### src/rtl/iter_muldiv_if.sv
// Request / write-back bundle for the iterative multiply/divide unit.
// The master drives operands and start; the slave (the unit) returns
// status and the register-file write-back fields.
interface iter_muldiv_if #(
    parameter int DATA_W = 16
);
    logic              start;
    logic [1:0]        op;
    logic [DATA_W-1:0] operand_a;
    logic [DATA_W-1:0] operand_b;
    logic [4:0]        dest_addr;
    logic              busy;
    logic              done;
    logic              reg_write;
    logic [4:0]        waddr;
    logic [DATA_W-1:0] wdata;
    logic [DATA_W-1:0] hi;
    logic              div_by_zero;

    modport master (
        output start, op, operand_a, operand_b, dest_addr,
        input  busy, done, reg_write, waddr, wdata, hi, div_by_zero
    );

    modport slave (
        input  start, op, operand_a, operand_b, dest_addr,
        output busy, done, reg_write, waddr, wdata, hi, div_by_zero
    );
endinterface

### src/rtl/iter_muldiv.sv
// Iterative unsigned multiply (shift-add) / divide (restoring) unit.
// One result bit per cycle, DATA_W cycles per operation, plus one DONE
// cycle that pulses the register-file write request.
// Optional feature macro: MULDIV_SIGNED_EN -- when defined, op[1]=1 selects
// two's-complement operation (magnitudes in, sign fix-up on completion).
module iter_muldiv #(
    parameter int DATA_W = 16
) (
    input  logic          clk,
    input  logic          arst,
    iter_muldiv_if.slave  bus
);
    localparam int CNT_W = (DATA_W > 1) ? $clog2(DATA_W) : 1;

    typedef enum logic [1:0] {IDLE, RUN, DONE} state_t;

    state_t              r_state, w_state_nxt;
    logic [CNT_W-1:0]    r_cnt;
    logic                r_is_div, r_dbz_pend;
    logic [4:0]          r_dest;
    logic [DATA_W-1:0]   r_opnd, r_hi, r_lo;
    logic                r_busy, r_done, r_dbz;
    logic [4:0]          r_waddr;
    logic [DATA_W-1:0]   r_wdata, r_hi_out;

    logic                w_accept, w_last;
    logic [DATA_W-1:0]   w_a_mag, w_b_mag;
    logic [DATA_W:0]     w_sum;
    logic [DATA_W+1:0]   w_diff;
    logic [DATA_W-1:0]   w_hi_nxt, w_lo_nxt;
    logic [DATA_W-1:0]   w_res_lo, w_res_hi;

    // A request is taken whenever the unit is not iterating (IDLE or DONE).
    assign w_accept = bus.start && (r_state != RUN);
    assign w_last   = (r_state == RUN) && (r_cnt == '0);

`ifdef MULDIV_SIGNED_EN
    logic w_a_neg, w_b_neg;
    logic r_neg_q, r_neg_r;
    logic [2*DATA_W-1:0] w_prod_neg;

    assign w_a_neg    = bus.op[1] & bus.operand_a[DATA_W-1];
    assign w_b_neg    = bus.op[1] & bus.operand_b[DATA_W-1];
    assign w_a_mag    = w_a_neg ? -bus.operand_a : bus.operand_a;
    assign w_b_mag    = w_b_neg ? -bus.operand_b : bus.operand_b;
    assign w_prod_neg = -{w_hi_nxt, w_lo_nxt};

    // Sign flags captured at acceptance alongside the magnitudes.
    always_ff @(posedge clk) begin
        if (w_accept) begin
            r_neg_q <= w_a_neg ^ w_b_neg;
            r_neg_r <= w_a_neg;
        end
    end

    // Sign fix-up of the final iteration. A zero divisor leaves the dividend
    // magnitude as remainder, so the fixed-up remainder is the original a.
    always_comb begin
        w_res_lo = w_lo_nxt;
        w_res_hi = w_hi_nxt;
        if (!r_is_div) begin
            if (r_neg_q) begin
                w_res_lo = w_prod_neg[DATA_W-1:0];
                w_res_hi = w_prod_neg[2*DATA_W-1:DATA_W];
            end
        end else begin
            if (r_neg_q) w_res_lo = -w_lo_nxt;
            if (r_neg_r) w_res_hi = -w_hi_nxt;
        end
        if (r_dbz_pend) w_res_lo = '1;
    end
`else
    logic w_op_unused;
    assign w_op_unused = bus.op[1];
    assign w_a_mag     = bus.operand_a;
    assign w_b_mag     = bus.operand_b;

    // Unsigned only; a zero divisor already leaves remainder = a.
    always_comb begin
        w_res_lo = r_dbz_pend ? '1 : w_lo_nxt;
        w_res_hi = w_hi_nxt;
    end
`endif

    // FSM state register.
    always_ff @(posedge clk or posedge arst) begin
        if (arst) r_state <= IDLE;
        else      r_state <= w_state_nxt;
    end

    // FSM next-state: RUN for exactly DATA_W cycles, DONE may restart.
    always_comb begin
        w_state_nxt = r_state;
        case (r_state)
            IDLE:    if (bus.start) w_state_nxt = RUN;
            RUN:     if (r_cnt == '0) w_state_nxt = DONE;
            DONE:    w_state_nxt = bus.start ? RUN : IDLE;
            default: w_state_nxt = IDLE;
        endcase
    end

    // One iteration step: shift-add for multiply, trial subtract for divide.
    always_comb begin
        w_sum  = {1'b0, r_hi} + (r_lo[0] ? {1'b0, r_opnd} : {(DATA_W+1){1'b0}});
        w_diff = {1'b0, r_hi, r_lo[DATA_W-1]} - {2'b00, r_opnd};
        if (r_is_div) begin
            if (!w_diff[DATA_W+1]) begin
                w_hi_nxt = w_diff[DATA_W-1:0];
                w_lo_nxt = {r_lo[DATA_W-2:0], 1'b1};
            end else begin
                w_hi_nxt = {r_hi[DATA_W-2:0], r_lo[DATA_W-1]};
                w_lo_nxt = {r_lo[DATA_W-2:0], 1'b0};
            end
        end else begin
            w_hi_nxt = w_sum[DATA_W:1];
            w_lo_nxt = {w_sum[0], r_lo[DATA_W-1:1]};
        end
    end

    // Iteration down-counter: loaded at acceptance, expires on the last step.
    always_ff @(posedge clk or posedge arst) begin
        if (arst)                   r_cnt <= '0;
        else if (w_accept)          r_cnt <= CNT_W'(DATA_W - 1);
        else if (r_state == RUN)    r_cnt <= r_cnt - 1'b1;
    end

    // Working datapath: capture operands on acceptance, then iterate.
    always_ff @(posedge clk) begin
        if (w_accept) begin
            r_is_div   <= bus.op[0];
            r_dbz_pend <= bus.op[0] && (bus.operand_b == '0);
            r_dest     <= bus.dest_addr;
            r_opnd     <= bus.op[0] ? w_b_mag : w_a_mag;
            r_lo       <= bus.op[0] ? w_a_mag : w_b_mag;
            r_hi       <= '0;
        end else if (r_state == RUN) begin
            r_hi <= w_hi_nxt;
            r_lo <= w_lo_nxt;
        end
    end

    // Registered outputs; results load only on the RUN->DONE edge and hold.
    always_ff @(posedge clk or posedge arst) begin
        if (arst) begin
            r_busy   <= 1'b0;
            r_done   <= 1'b0;
            r_dbz    <= 1'b0;
            r_waddr  <= '0;
            r_wdata  <= '0;
            r_hi_out <= '0;
        end else begin
            r_busy <= (w_state_nxt == RUN);
            r_done <= (w_state_nxt == DONE);
            if (w_last) begin
                r_waddr  <= r_dest;
                r_wdata  <= w_res_lo;
                r_hi_out <= w_res_hi;
                r_dbz    <= r_dbz_pend;
            end
        end
    end

    assign bus.busy        = r_busy;
    assign bus.done        = r_done;
    assign bus.reg_write   = r_done;
    assign bus.waddr       = r_waddr;
    assign bus.wdata       = r_wdata;
    assign bus.hi          = r_hi_out;
    assign bus.div_by_zero = r_dbz;
endmodule

### src/flat_wrapper.sv
// flat-port wrapper written by rule: the top's interface ports become plain ports
module iter_muldiv_flat 
#(
    parameter int DATA_W = 16
)
  (clk, arst, bus_start, bus_op, bus_operand_a, bus_operand_b, bus_dest_addr, bus_busy, bus_done, bus_reg_write, bus_waddr, bus_wdata, bus_hi, bus_div_by_zero);
  iter_muldiv_if #(.DATA_W(DATA_W)) bus_i ();
  input  logic clk;
  input  logic arst;
  input wire logic [$bits(bus_i.start)-1:0] bus_start;
  input wire logic [$bits(bus_i.op)-1:0] bus_op;
  input wire logic [$bits(bus_i.operand_a)-1:0] bus_operand_a;
  input wire logic [$bits(bus_i.operand_b)-1:0] bus_operand_b;
  input wire logic [$bits(bus_i.dest_addr)-1:0] bus_dest_addr;
  output wire logic [$bits(bus_i.busy)-1:0] bus_busy;
  output wire logic [$bits(bus_i.done)-1:0] bus_done;
  output wire logic [$bits(bus_i.reg_write)-1:0] bus_reg_write;
  output wire logic [$bits(bus_i.waddr)-1:0] bus_waddr;
  output wire logic [$bits(bus_i.wdata)-1:0] bus_wdata;
  output wire logic [$bits(bus_i.hi)-1:0] bus_hi;
  output wire logic [$bits(bus_i.div_by_zero)-1:0] bus_div_by_zero;
  assign bus_i.start = bus_start;
  assign bus_i.op = bus_op;
  assign bus_i.operand_a = bus_operand_a;
  assign bus_i.operand_b = bus_operand_b;
  assign bus_i.dest_addr = bus_dest_addr;
  assign bus_busy = bus_i.busy;
  assign bus_done = bus_i.done;
  assign bus_reg_write = bus_i.reg_write;
  assign bus_waddr = bus_i.waddr;
  assign bus_wdata = bus_i.wdata;
  assign bus_hi = bus_i.hi;
  assign bus_div_by_zero = bus_i.div_by_zero;
  iter_muldiv #(.DATA_W(DATA_W)) u_core (.clk(clk), .arst(arst), .bus(bus_i));
endmodule
### config.mk
export PLATFORM = sky130hd
export DESIGN_NAME = iter_muldiv_flat
export DESIGN_NICKNAME = d
export VERILOG_FILES = /design/src/rtl/iter_muldiv_if.sv /design/src/rtl/iter_muldiv.sv /design/src/flat_wrapper.sv
export SDC_FILE = /design/constraint.sdc
export NUM_CORES = 1
export LEC_CHECK = 0
export ABC_AREA = 0
export CAP_MARGIN = 30
export CORE_ASPECT_RATIO = 0.6
export CORE_MARGIN = 10
export CORE_UTILIZATION = 56
export DETAILED_ROUTE_END_ITERATION = 16
export DONT_BUFFER_PORTS = 1
export GPL_ROUTABILITY_DRIVEN = 0
export HOLD_SLACK_MARGIN = 0.1
export MAX_ROUTING_LAYER = met4
export PLACE_DENSITY = 0.74
export SKIP_CTS_REPAIR_TIMING = 1
export SLEW_MARGIN = 0
export SYNTH_ARGS = -nofsm -noshare
export SYNTH_HDL_FRONTEND = slang
export SYNTH_SLANG_ARGS = --single-unit
### constraint.sdc
create_clock -name clk -period 3 [get_ports clk]
set_clock_uncertainty 0.2 [all_clocks]
set_input_delay 0.6 -clock clk [delete_from_list [all_inputs] [get_ports clk]]
set_output_delay 0.6 -clock clk [all_outputs]
set_load 0.005 [all_outputs]
### Cell placement, run 1

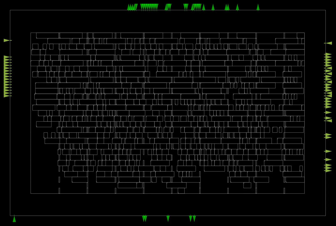
Core Box Area: 10,600 sq um
Seq area share: 36.12%
Final Util: 69.14%
well tap count: 139
Finished Layout Cells: 823

### Cell area per tile, run 1

15 x 10 tiles, from white (low) to dark blue (high), 0 to 100% covered.
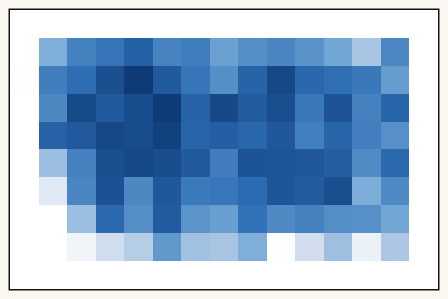
The mean over all tiles is 46%. The densest ninth of the die: center. The emptiest ninth of the die: south-west. The fullest tile reaches 96%. 29% of the tiles are over 75% full.

==> flow_metrics.tcl, run 1 <==
# place-and-route summary
set metrics [dict create \
    total_power_w 0.009311 \
    cts_tree "built" \
    dieArea_sq_um 15620 \
    hold_ws_ns 0.1276 \
    ys_sh_simple_pct 14.51 \
    dpl.hpwl_microns 13110 \
    fp.dieW_microns 154.8 \
    routed-wl-met2_microns 7789 \
    gr-usage-met3_pct 7.204 \
    yosys_warnings 0 \
    min_path_cells 0 \
    inverters 33 \
    syn_area_per_cell_sq_um 9.587 \
    warnings 28 \
    h-tree-depth 3 \
    top_logic_kind "AND-OR/OR-AND gates" \
    synthAoiAreaFrac_pct 19.98 \
    criticalPathCategory "flip-flop to flip-flop" \
    setup_ws_ns -0.08969 \
    ys_top_cells_by_area "edfxtp_1 (19%), dfrtp_1 (19%), ha_1 (6.8%)" \
    violations "setup timing" \
    min_to "u_core.r_dest[0]$_DFFE_PP_" \
    crit_start "u_core.r_opnd[6]$_DFFE_PP_" \
    status "finished, violations left" \
    period_needed_ns 3.090 \
    fillers 789 \
    seq_area_sq_um 2646 \
    power.density_nw_per_um2 1271 \
    buffers 64 \
    die-height_microns 100.9 \
    hold_path_class "input pin to flip-flop" \
    ys_seq_elements 101 \
    setup_viol 13 \
    lay_top_count "buf_4" \
    synthCells 637 \
    synth_top_area_share_pct 19.18 \
    wl_met3_microns 1923 \
    insertion_delay_ns 0.36 \
    slew_viol_final 0 \
    logic_area_sq_um 3580 \
]
### Zoomed window, run 1

Region (106, 66) to (126, 86) microns. Cells in gray, sequential cells in the stronger gray; small squares are vias.
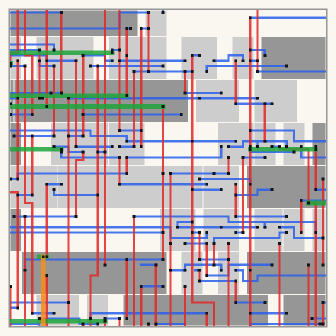
Orange shows met4. Blue shows met1. Red shows met2. Green shows met3.
Sequential cells in the window: 6. Netlist names of flops here include u_core.bus.wdata (4), u_core.r_lo (2). 30 logic cells have their middle in the window. Most frequent: nor2_1 (7), a31oi_1 (6).

[run 1: through the flow]
| stage | area (sq um) | std cells | setup TNS [ns] |
|---|---|---|---|
| 2_1_floorplan | 6120 | 637 | 0 |
| 3_3_place_gp | 6535 | 794 | -1.077 |
| 3_5_place_dp | 6535 | 794 | -1.961 |
| 4_1_cts | 6827 | 810 | -2.575 |
| 5_1_grt | 7326 | 823 | -2.186 |
| 6_report | 7326 | 823 | -0.5039 |
[run 1: where the power goes]
group          total (W)  switching, W  internal [W]
Combinational    0.00554       0.00305       0.00249
Clock            0.00117      0.000582      0.000585
Sequential       0.00261      0.000513       0.00209
Total            0.00931       0.00415       0.00516
==> run 2: changes to the inputs <==
--- a/config.mk
+++ b/config.mk
@@ -14,7 +14,6 @@
 export DONT_BUFFER_PORTS = 1
 export GPL_ROUTABILITY_DRIVEN = 0
 export HOLD_SLACK_MARGIN = 0.1
-export MAX_ROUTING_LAYER = met4
 export PLACE_DENSITY = 0.74
 export SKIP_CTS_REPAIR_TIMING = 1
 export SLEW_MARGIN = 0
### Zoomed window, run 2

Region (106, 66) to (126, 86) microns. Cells in gray, sequential cells in the stronger gray; small squares are vias.
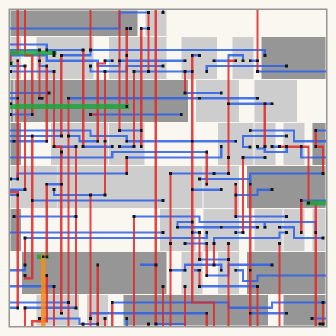
Orange shows met4. Red shows met2. Green shows met3. Blue shows met1.
Sequential cells in the window: 6. 30 logic cells have their middle in the window. Netlist names of flops here include u_core.bus.wdata (4), u_core.r_lo (2). Most frequent: nor2_1 (7), a31oi_1 (6).

==> run 2 against run 1 <==
Against the previous run: the run still ends with setup timing left; wire length increased by 0.28%; clock power about the same; clock-buffer cell count unchanged; cell count unchanged; register-to-register slack about the same; synthesized cell count unchanged.
==> flow_metrics.tcl, run 2 <==
# place-and-route summary
set metrics [dict create \
    dieArea_sq_um 15620 \
    p_comb_w 0.00553 \
    min_to "u_core.r_dest[0]$_DFFE_PP_" \
    insertion_delay_ns 0.36 \
    synthAoiAreaFrac_pct 19.98 \
    dpl-instance-area_sq_um 6535 \
    routed-wl-met2_microns 7858 \
    setup_viol 12 \
    period_needed_ns 3.091 \
    total_power_w 0.009307 \
    p_clk_share_pct 12.5 \
    cts_tree "built" \
    synthCells 637 \
    core-area_sq_um 10600 \
    syn_area_per_cell_sq_um 9.587 \
    slew_viol_final 0 \
    p_comb_share_pct 59.5 \
    internal-power_w 0.005163 \
    dp.cells 794 \
    top_logic_kind "AND-OR/OR-AND gates" \
    swShare_pct 44.52 \
    setup-tns-final_ns -0.4398 \
    pg_clk_w 0.00116 \
    ys_top_cells_by_area "edfxtp_1 (19%), dfrtp_1 (19%), ha_1 (6.8%)" \
    ys_sh_simple_pct 14.51 \
    warnings 28 \
    maxPowerGroup "combinational cells" \
    setup_ws_ns -0.09110 \
    violations "setup timing" \
    dpl.hpwl_microns 13110 \
    wl_met3_microns 2090 \
    p_seq_w 0.00261 \
    hold_ws_ns 0.1315 \
    final_cells 823 \
    power.density_nw_per_um2 1270 \
    synth_top_area_share_pct 19.18 \
    gr-usage-met3_pct 7.289 \
    yosys_warnings 0 \
    crit_start "u_core.r_opnd[6]$_DFFE_PP_" \
    criticalPathCategory "flip-flop to flip-flop" \
    status "finished, violations left" \
    power_frac_seq_pct 28.0 \
]
### Drive-strength map, run 2

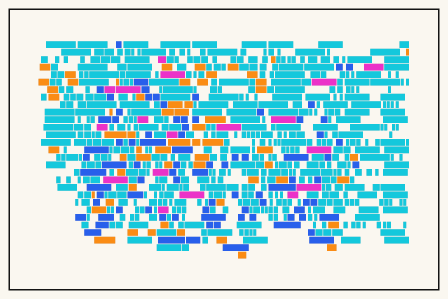
Cyan shows drive 1 or less, cells 521, most used nand2_1. Blue shows drive 3 to 4, cells 85, most used buf_4. Orange shows drive 2, cells 60, most used mux2_2. Magenta shows drive 6 and up, cells 18, most used clkbuf_16.
Final Instance Area: 7326 sq um
P&R area growth vs syn: 19.95%

==> run 2: final cells by class <==
| class | count | area, sq um |
|---|---|---|
| tap | 139 | 173.9 |
| multi-input combinational | 470 | 3580 |
| fill | 789 | 3269 |
| clock buffer | 9 | 225.2 |
| clock inverter | 7 | 66.31 |
| sequential | 101 | 2646 |
| timing repair buffer | 64 | 510.5 |
| inverter | 33 | 123.9 |
==> run 2: worst reg2reg max path, stage by stage, from the launching register on <==
cell and delay [ns]:
edfxtp_1 0.44, inv_2 0.09, ha_4 0.19, a21o_1 0.16
or3_4 0.34, o211a_4 0.27, o41ai_4 0.33, buf_4 0.27
mux2_2 0.36, mux2i_1 0.19, o21ai_0 0.11
Power figures rest on the tool's default switching activity, not on a simulated workload.
